## config.mk

```make
export PLATFORM = sky130hd
export DESIGN_NAME = safe_wrapper_fsm
export DESIGN_NICKNAME = d
export VERILOG_FILES = /design/src/rtl/safe_wrapper_fsm.sv
export SDC_FILE = /design/constraint.sdc
export NUM_CORES = 1
export LEC_CHECK = 0
export ABC_AREA = 1
export CAP_MARGIN = 15
export CORE_MARGIN = 1.5
export CORE_UTILIZATION = 35
export CTS_BUF_LIST = sky130_fd_sc_hd__clkbuf_8
export CTS_CLUSTER_DIAMETER = 60
export CTS_CLUSTER_SIZE = 25
export DETAILED_ROUTE_END_ITERATION = 12
export GPL_ROUTABILITY_DRIVEN = 0
export GPL_TIMING_DRIVEN = 0
export SYNTH_ARGS = -nofsm -noshare
export SYNTH_HDL_FRONTEND = slang
export SYNTH_SLANG_ARGS = --single-unit
```

## constraint.sdc

```tcl
create_clock -name clk_i -period 3.75 [get_ports clk_i]
set_input_delay 0.375 -clock clk_i [delete_from_list [all_inputs] [get_ports clk_i]]
set_output_delay 0.375 -clock clk_i [all_outputs]
set_load 0.005 [all_outputs]
```

## src/rtl/safe_wrapper_fsm.sv

```systemverilog
// Sequencing FSM of the safe CPU wrapper: halts the cores via debug
// request, optionally runs a master-first context sync, releases them into
// a lockstep or single-core run, and supervises mismatches and timeouts.
module safe_wrapper_fsm #(
    parameter int unsigned HALT_TIMEOUT = 1024
) (
    input  logic       clk_i,
    input  logic       rst_ni,
    input  logic       start_i,
    input  logic [2:0] master_core_i,
    input  logic       safe_mode_i,
    input  logic [1:0] safe_configuration_i,
    input  logic       critical_section_i,
    input  logic       initial_sync_master_i,
    input  logic       end_sw_routine_i,
    input  logic [2:0] core_halted_i,
    input  logic       mismatch_i,
    output logic [2:0] debug_req_o,
    output logic [2:0] resume_o,
    output logic [2:0] core_active_o,
    output logic       lockstep_en_o,
    output logic       tmr_mode_o,
    output logic       busy_o,
    output logic       done_o,
    output logic       error_o,
    output logic [1:0] error_cause_o,
    output logic [7:0] mismatch_cnt_o
);

    localparam int unsigned TW = $clog2(HALT_TIMEOUT) + 1;

    typedef enum logic [2:0] {
        S_IDLE,
        S_HALT,
        S_SYNC_REL,
        S_SYNC_WAIT,
        S_RELEASE,
        S_RUN,
        S_DONE,
        S_ERROR
    } state_e;

    state_e        state_q, state_d;
    logic          start_q, end_q;
    logic [2:0]    master_q, mask_q, mask_new;
    logic          sync_q;
    logic [1:0]    cause_q, cause_d;
    logic [7:0]    cnt_q, cnt_d;
    logic [TW-1:0] tmo_q;

    logic start_rise, end_rise, master_onehot, cfg_bad, launch;
    logic multi_core, timeout, count_mm;

    assign start_rise    = start_i & ~start_q;
    assign end_rise      = end_sw_routine_i & ~end_q;
    assign master_onehot = (master_core_i == 3'b001) || (master_core_i == 3'b010) ||
                           (master_core_i == 3'b100);
    assign cfg_bad       = ~master_onehot | (safe_mode_i & (safe_configuration_i == 2'b11));
    assign launch        = (state_q == S_IDLE) & start_rise;
    // At least two participating cores means the voter has something to compare.
    assign multi_core    = (mask_q[0] & mask_q[1]) | (mask_q[0] & mask_q[2]) |
                           (mask_q[1] & mask_q[2]);
    assign timeout       = (tmo_q == TW'(HALT_TIMEOUT - 1));
    assign count_mm      = mismatch_i & multi_core;

    // Participating-core mask derived from the live configuration at launch.
    always_comb begin
        mask_new = master_core_i;
        if (safe_mode_i) begin
            case (safe_configuration_i)
                2'b01:   mask_new = master_core_i | {master_core_i[1:0], master_core_i[2]};
                2'b10:   mask_new = 3'b111;
                default: mask_new = master_core_i;
            endcase
        end
    end

    // Next-state logic plus the cause and mismatch-count updates.
    always_comb begin
        state_d = state_q;
        cause_d = cause_q;
        cnt_d   = cnt_q;
        if ((state_q != S_IDLE) && !start_i) begin
            state_d = S_IDLE;
        end else begin
            case (state_q)
                S_IDLE: begin
                    if (start_rise) begin
                        if (cfg_bad) begin
                            state_d = S_ERROR;
                            cause_d = 2'b01;
                        end else begin
                            state_d = S_HALT;
                            cause_d = 2'b00;
                            cnt_d   = 8'd0;
                        end
                    end
                end
                S_HALT: begin
                    if ((core_halted_i & mask_q) == mask_q) begin
                        state_d = sync_q ? S_SYNC_REL : S_RELEASE;
                    end else if (timeout) begin
                        state_d = S_ERROR;
                        cause_d = 2'b10;
                    end
                end
                S_SYNC_REL: state_d = S_SYNC_WAIT;
                S_SYNC_WAIT: begin
                    if (|(core_halted_i & master_q)) begin
                        state_d = S_RELEASE;
                    end else if (timeout) begin
                        state_d = S_ERROR;
                        cause_d = 2'b11;
                    end
                end
                S_RELEASE: state_d = S_RUN;
                S_RUN: begin
                    if (count_mm && (cnt_q != 8'hFF)) begin
                        cnt_d = cnt_q + 8'd1;
                    end
                    if (end_rise) begin
                        state_d = S_DONE;
                    end else if (count_mm && critical_section_i) begin
                        state_d = S_HALT;
                    end
                end
                default: state_d = state_q;
            endcase
        end
    end

    // State, edge-detect samples, status and wait-state timeout counter.
    always_ff @(posedge clk_i or negedge rst_ni) begin
        if (!rst_ni) begin
            state_q <= S_IDLE;
            start_q <= 1'b0;
            end_q   <= 1'b0;
            cause_q <= 2'b00;
            cnt_q   <= 8'd0;
            tmo_q   <= '0;
        end else begin
            state_q <= state_d;
            start_q <= start_i;
            end_q   <= end_sw_routine_i;
            cause_q <= cause_d;
            cnt_q   <= cnt_d;
            if (state_d != state_q) begin
                tmo_q <= '0;
            end else if ((state_q == S_HALT) || (state_q == S_SYNC_WAIT)) begin
                tmo_q <= tmo_q + TW'(1);
            end
        end
    end

    // Shadow configuration captured on each launch.
    always_ff @(posedge clk_i or negedge rst_ni) begin
        if (!rst_ni) begin
            master_q <= 3'b000;
            mask_q   <= 3'b000;
            sync_q   <= 1'b0;
        end else if (launch) begin
            master_q <= master_core_i;
            mask_q   <= mask_new;
            sync_q   <= initial_sync_master_i;
        end
    end

    // Outputs decoded from registered state and shadow registers.
    always_comb begin
        debug_req_o    = 3'b000;
        resume_o       = 3'b000;
        core_active_o  = 3'b000;
        lockstep_en_o  = 1'b0;
        tmr_mode_o     = 1'b0;
        busy_o         = 1'b0;
        done_o         = 1'b0;
        error_o        = 1'b0;
        error_cause_o  = cause_q;
        mismatch_cnt_o = cnt_q;
        if (state_q != S_IDLE) core_active_o = mask_q;
        case (state_q)
            S_HALT: begin
                debug_req_o = mask_q & ~core_halted_i;
                busy_o      = 1'b1;
            end
            S_SYNC_REL: begin
                resume_o = master_q;
                busy_o   = 1'b1;
            end
            S_SYNC_WAIT: busy_o = 1'b1;
            S_RELEASE: begin
                resume_o = mask_q;
                busy_o   = 1'b1;
            end
            S_RUN: begin
                lockstep_en_o = multi_core;
                tmr_mode_o    = (mask_q == 3'b111);
                busy_o        = 1'b1;
            end
            S_DONE:  done_o  = 1'b1;
            S_ERROR: error_o = 1'b1;
            default: ;
        endcase
    end

endmodule

```

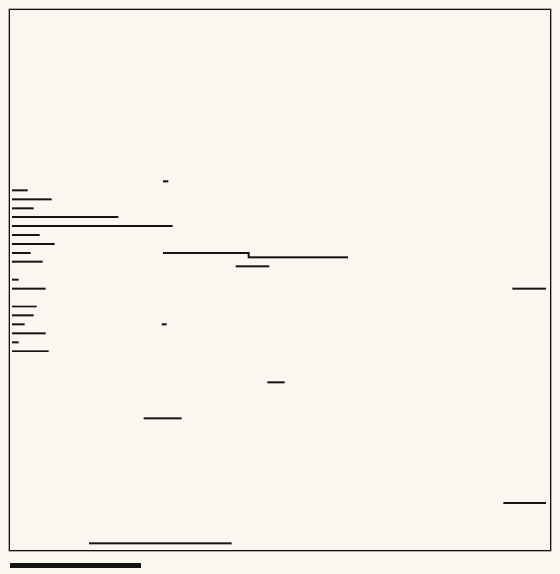
(run_1/met3.png)
Bar = 20 um.
share of all routed wire: 3.3%
wire length on this layer: 166 um
nets with wire on the layer: 23
main direction: horizontal
longest straight run: 24.1 um
Vias: 2015
routed wire length: 5120 um

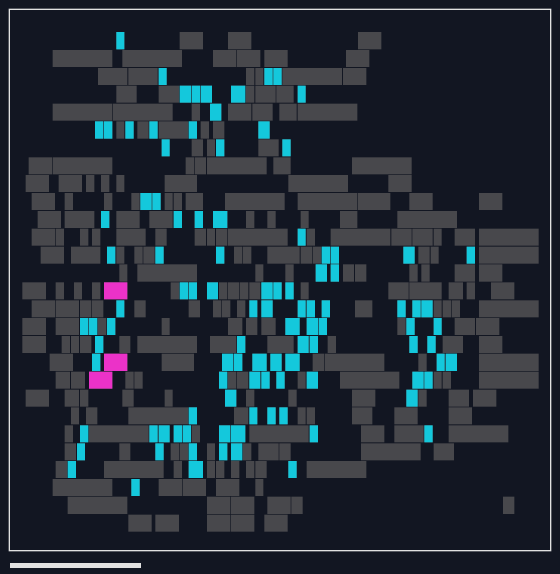
(run_1/gate_families.png)
Bar = 20 um.
legend:
  AND-OR and OR-AND gates:
    color: magenta
    cells: 3
    most_used: a221o_1
  NAND gates:
    color: cyan
    cells: 103
    most_used: nand2_1
Commonest Layout Cell: nand2_1
post-route insts no fill: 421
combinational share of cell area: 41.9%

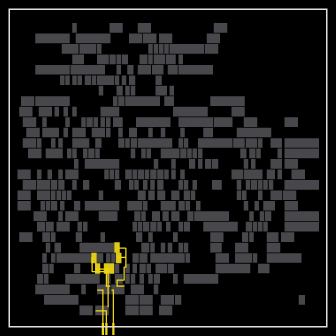
(run_1/port_nets.png)
legend:
  `core_halted_i`:
    color: yellow
    bits: 3
    direction: input
    end_cells: 6
    buffers: 3
    wire: 70.5 um

==> flow_metrics.tcl, run 1 <==
# collected from the flow reports
set metrics [dict create \
    num_rows 28 \
    antennaDiodeCount 0 \
    powerDensity_mw_per_mm2 603 \
    crit_buf_inv 4 \
    slowest_stage "clkdlybuf4s50_1" \
    cp.depth 7 \
    die_h_um 82.2 \
    crit_chain "buf_2 > inv_2 > nand2_1 > nor2_4 > inv_2 > nor3_1 > clkdlybuf4s50_1" \
    crit_path_start_kind "flip-flop" \
    fillers 625 \
    ioPinCount 40 \
    ff2ff_path_depth 12 \
    hold_violations 0 \
    grt_pass1_wl_um 8800 \
    drv_slew 0 \
    endpoint "tmr_mode_o" \
    yosysCellCount 299 \
    slew_headroom_pct 48.8 \
    postCtsHoldBufs 0 \
    htree_levels 2 \
    antenna_left 0 \
    cts_root_buf "clkbuf_8" \
    dp_slack_ns 1.29 \
    synth-seq-cells 33 \
    ys_seq_share_pct 37.6 \
    grt_pass1_vias 1942 \
    netlist_top_cells_count "nand2_1, inv_1, dfrtp_1" \
    dieWidth_um 82.2 \
    crit_top_cell "inv_2" \
    drive_gt1_share_pct 10.4 \
    ys_types 29 \
    clk_pin_slew_ns 0.07 \
    r2r_end "tmo_q[6]$_DFFE_PN0P_" \
    num-nets-final 366 \
    tns_ns 0 \
    yosysWarnings 0 \
    rrSetupSlack_ns 1.71 \
    fin_area_mm2 0.00275 \
    wire_per_inst_um 12.2 \
    area_delta_synth_final_pct 25.5 \
    mostFrequentLayoutCells "nand2_1, inv_1, clkdlybuf4s50_1, dfrtp_1, nor2_1" \
    reg2reg_from "state_q[1]$_DFF_PN0_" \
    drcViolationCount 0 \
    track_usage_pct 17.2 \
    layout_setup_ws_ns 1.35 \
    grt_overflow 0 \
    irDropWorstVdd_mv 0.260 \
    avgSynthCellArea_um2 7.34 \
    first_iter_violations 79 \
    antenna_found_initial 0 \
    flop_cell "dfrtp_1" \
    yosys-top-cells-area "dfrtp_1, nand2_1, inv_1, nand3_1, nor2_1" \
    crit_family "buffers and inverters" \
    fp_nets 320 \
    status "completed" \
    crit_type "flip-flop to output pin" \
    coreArea_mm2 0.00599 \
    tool_warnings 28 \
    holdWs_ns 0.155 \
    synthCells 299 \
    p_leak_nw 1.27 \
    ys_chip_area_mm2 0.00219 \
    worst_ep_arrival_time_ns 2.02 \
    async_flop_share_pct 100 \
    grt_max_degree 34 \
    synth_area_mm2 0.00219 \
    startpoint "state_q[1]$_DFF_PN0_" \
    most_common_cell "nand2_1" \
    min_path_type "primary input to async pin" \
    max_stage_delay_ns 0.54 \
    worst_slew_pin_slew_ns 0.768 \
    hpwl_um 3980 \
    synth_area_leader_cell "dfrtp_1" \
    cap_violations 0 \
    postCtsSetupBuffers 0 \
    period_needed_ns 2.40 \
    tritoncts "done" \
    fin_crit_sh_pct 63.9 \
    cts_made_buffers 5 \
]
[run 1: area by class of cell]
cell class,instances,area (um^2),area share (%)
well taps,75,93.8,3.41
flip-flops and latches,33,826,30.0
plain buffers,6,35.0,1.27
multi-input cells,212,1150,41.9
clock inverters,3,11.3,0.409
clock buffers,5,68.8,2.50
repair buffers,39,385,14.0
inverters,48,180,6.54
[run 1: cells by family after synthesis]
| family | Yosys count | share of synthesized area (%) |
|---|---|---|
| and+or+nand+nor | 154 | 32.7 |
| DFF | 33 | 37.6 |
| AOI/OAI and AO/OA | 37 | 10.6 |
| xor gates and xnor gates | 15 | 5.99 |
| muxes | 1 | 0.456 |
| buffers and inverters | 54 | 9.81 |
| adders and majority gates | 5 | 2.85 |
[run 1: routing by layer]
layer / vias up / wire length (um) / GRT usage, %
met5: - / 0 / 0
met4: 0 / 64 / 7.29
met3: 5 / 166 / 3.85
met2: 29 / 2430 / 27.0
met1: 932 / 2460 / 22.5
li1: 1049 / - / -
[run 1: state kept, by name (all words and copies together), names as in the netlist]
name,cells
tmo_q,11
mismatch_cnt_o,8
mask_q,3
master_q,3
state_q,3
error_cause_o,2
end_q,1
start_q,1
sync_q,1
[run 1: per-stage QoR]
stage	power, mW	instances	util (%)
after floorplan	1.11	299	-
final	1.66	421	46.0
after CTS	1.68	421	46.0
after global placement	1.42	413	44.7
after global routing	1.83	421	46.0
after detailed placement	1.43	413	44.6
[run 1: power by group]
group	leakage [nW]	switching (mW)	internal (mW)	total [mW]
Clock	0.0519	0.125	0.124	0.249
Combinational	0.778	0.575	0.344	0.918
Sequential	0.437	0.0630	0.429	0.492
Total	1.27	0.763	0.897	1.66
==> run_1/final_placement.png <==
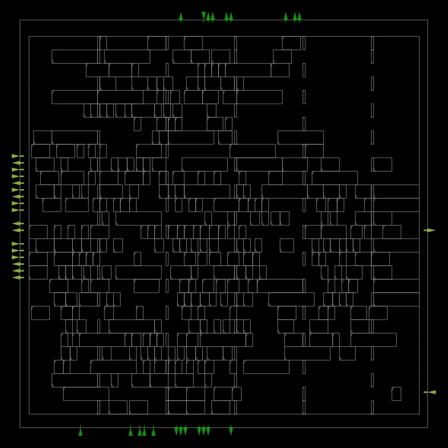

==> inputs of run 2 (changes only) <==
==> constraint.sdc (replaced) <==
create_clock -name clk_i -period 2.1 [get_ports clk_i]
set_input_delay 0.21 -clock clk_i [delete_from_list [all_inputs] [get_ports clk_i]]
set_output_delay 0.21 -clock clk_i [all_outputs]
set_load 0.005 [all_outputs]
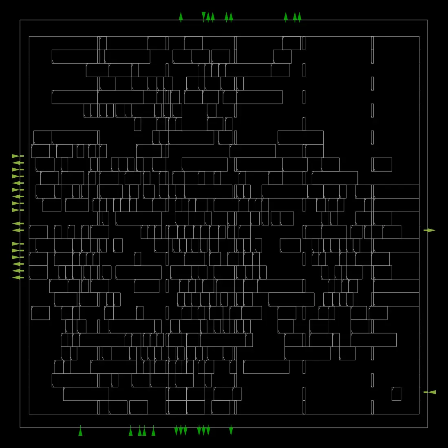
(run_2/final_placement.png)
Fillers: 623
post-route insts no fill: 425
fin util: 47.2%

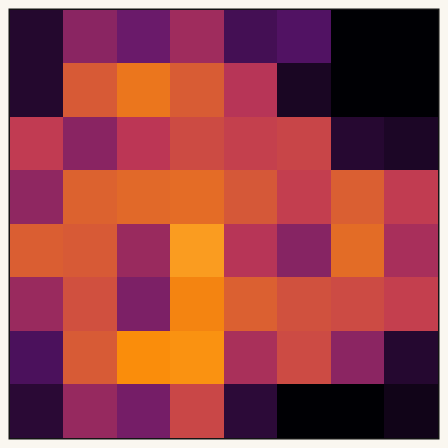
(run_2/density.png)
The die is cut into 8 by 8 equal tiles; black is low, pale yellow is high, 0 to 100% covered.
emptiest ninth of the die: north-east
tiles over 75% full: 4.7%
densest ninth of the die: center
fullest tile: 79%
nearly empty tiles: 9.4%
mean over tiles: 41%
fp util: 36.6%
core area: 0.00599 mm^2

==> run 2 against run 1 <==
The run now ends with hold timing left. Hold slack got worse by 0.16 ns. Sequential share of layout area decreased by 0.76 points. Clock-buffer cell count unchanged. Global-route usage increased by 0.069 points. Critical path type unchanged. Largest cell class unchanged. Highest routed layer unchanged.
==> flow_metrics.tcl, run 2 <==
# collected from the flow reports
set metrics [dict create \
    num_rows 28 \
    logic_area_mm2 0.00118 \
    num-nets-final 370 \
    ys_types 29 \
    top_layer "met4" \
    flop_cell "dfrtp_1" \
    seq_power_share_pct 28.5 \
    powerDensity_mw_per_mm2 1100 \
    area_delta_synth_final_pct 29.0 \
    grt_max_degree 34 \
    top_register "tmo_q" \
    min_path_type "primary input to async pin" \
    m1WireLength_um 2450 \
    htree_levels 2 \
    met1_usage_pct 22.6 \
    grt_overflow 0 \
    async_flop_share_pct 100 \
    ys_seq_share_pct 37.6 \
    power-top-group "combinational cells" \
    cts_made_buffers 5 \
    swShare_pct 45.9 \
    fin_crit_sh_pct 95.3 \
    status "complete, but fails checks" \
    synthCells 299 \
    hold_violations 18 \
    p_total_mw 3.12 \
    yosysWarnings 0 \
    postCtsHoldBufs 0 \
    tool_warnings 28 \
    ys_chip_area_mm2 0.00219 \
    clk_pin_slew_ns 0.07 \
    antenna_found_initial 0 \
    holdWs_ns -0.00891 \
    busiest_layer "met2" \
    hpwl_um 3980 \
    violations "hold timing" \
    wire_per_inst_um 12.3 \
    dp.cells 413 \
    p_comb_share_pct 57.1 \
    yosys-top-cells-area "dfrtp_1, nand2_1, inv_1, nand3_1, nor2_1" \
    worst_slew_pin_slew_ns 0.757 \
    antenna_left 0 \
    fp_nets 320 \
    dr_wl_met3_um 212 \
    num_vias 2059 \
    die_h_um 82.2 \
    drv_slew 0 \
    reg2reg_from "state_q[1]$_DFF_PN0_" \
    ff2ff_path_depth 14 \
    cts_root_buf "clkbuf_8" \
    synth_area_leader_cell "dfrtp_1" \
    drt_wl_total_um 5240 \
]
## run 2: netlist changes by cell type in the layout (fill, tap and decap cells not counted), moves of 2 or more
| cell | delta |
|---|---|
| buf_2 | -3 |
| nor2_2 | -2 |
| dlygate4sd2_1 | +2 |
| inv_4 | +4 |
| clkdlybuf4s50_1 | -2 |
| inv_2 | -3 |
| buf_4 | +5 |
| nor2_4 | +2 |
## run 2: kinds of logic after synthesis
family	after synthesis	synth area share [%]
AOI/OAI and AO/OA	37	10.6
adders and majority gates	5	2.85
and+or+nand+nor	154	32.7
DFF	33	37.6
buffers and inverters	54	9.81
xor gates and xnor gates	15	5.99
muxes	1	0.456
## run 2: worst max-delay path by stage
stage          slack [ns]  cells after the start                    to               startpoint
3_3_place_gp        -0.15                     13  tmo_q[1]$_DFFE_PN0P_  safe_configuration_i[0]
3_5_place_dp        -0.19                     13  tmo_q[6]$_DFFE_PN0P_  safe_configuration_i[0]
6_report              0.1                      5           resume_o[0]     state_q[1]$_DFF_PN0_
5_1_grt             0.008                      4           resume_o[2]     state_q[0]$_DFF_PN0_
2_1_floorplan        0.38                     12  tmo_q[0]$_DFFE_PN0P_     state_q[1]$_DFF_PN0_
4_1_cts             0.003                      4           resume_o[0]     state_q[0]$_DFF_PN0_
## run 2: worst max-delay path, cell delays in order (launching register included)
cell and delay, ns:
dfrtp_1 0.37, buf_4 0.18, inv_4 0.09, nand3_1 0.16, o22ai_1 0.17, clkdlybuf4s50_1 0.53
## run 2: area by class of cell
type                       instances  area share, %
multi-input combinational        212           41.7
sequential                        33           29.2
timing repair buffer              43           14.6
inverter                          48           6.72
tap                               75           3.32
clock buffer                       5           2.43
buffer                             6           1.64
clock inverter                     3          0.398
Power figures rest on the tool's default switching activity, not on a simulated workload.
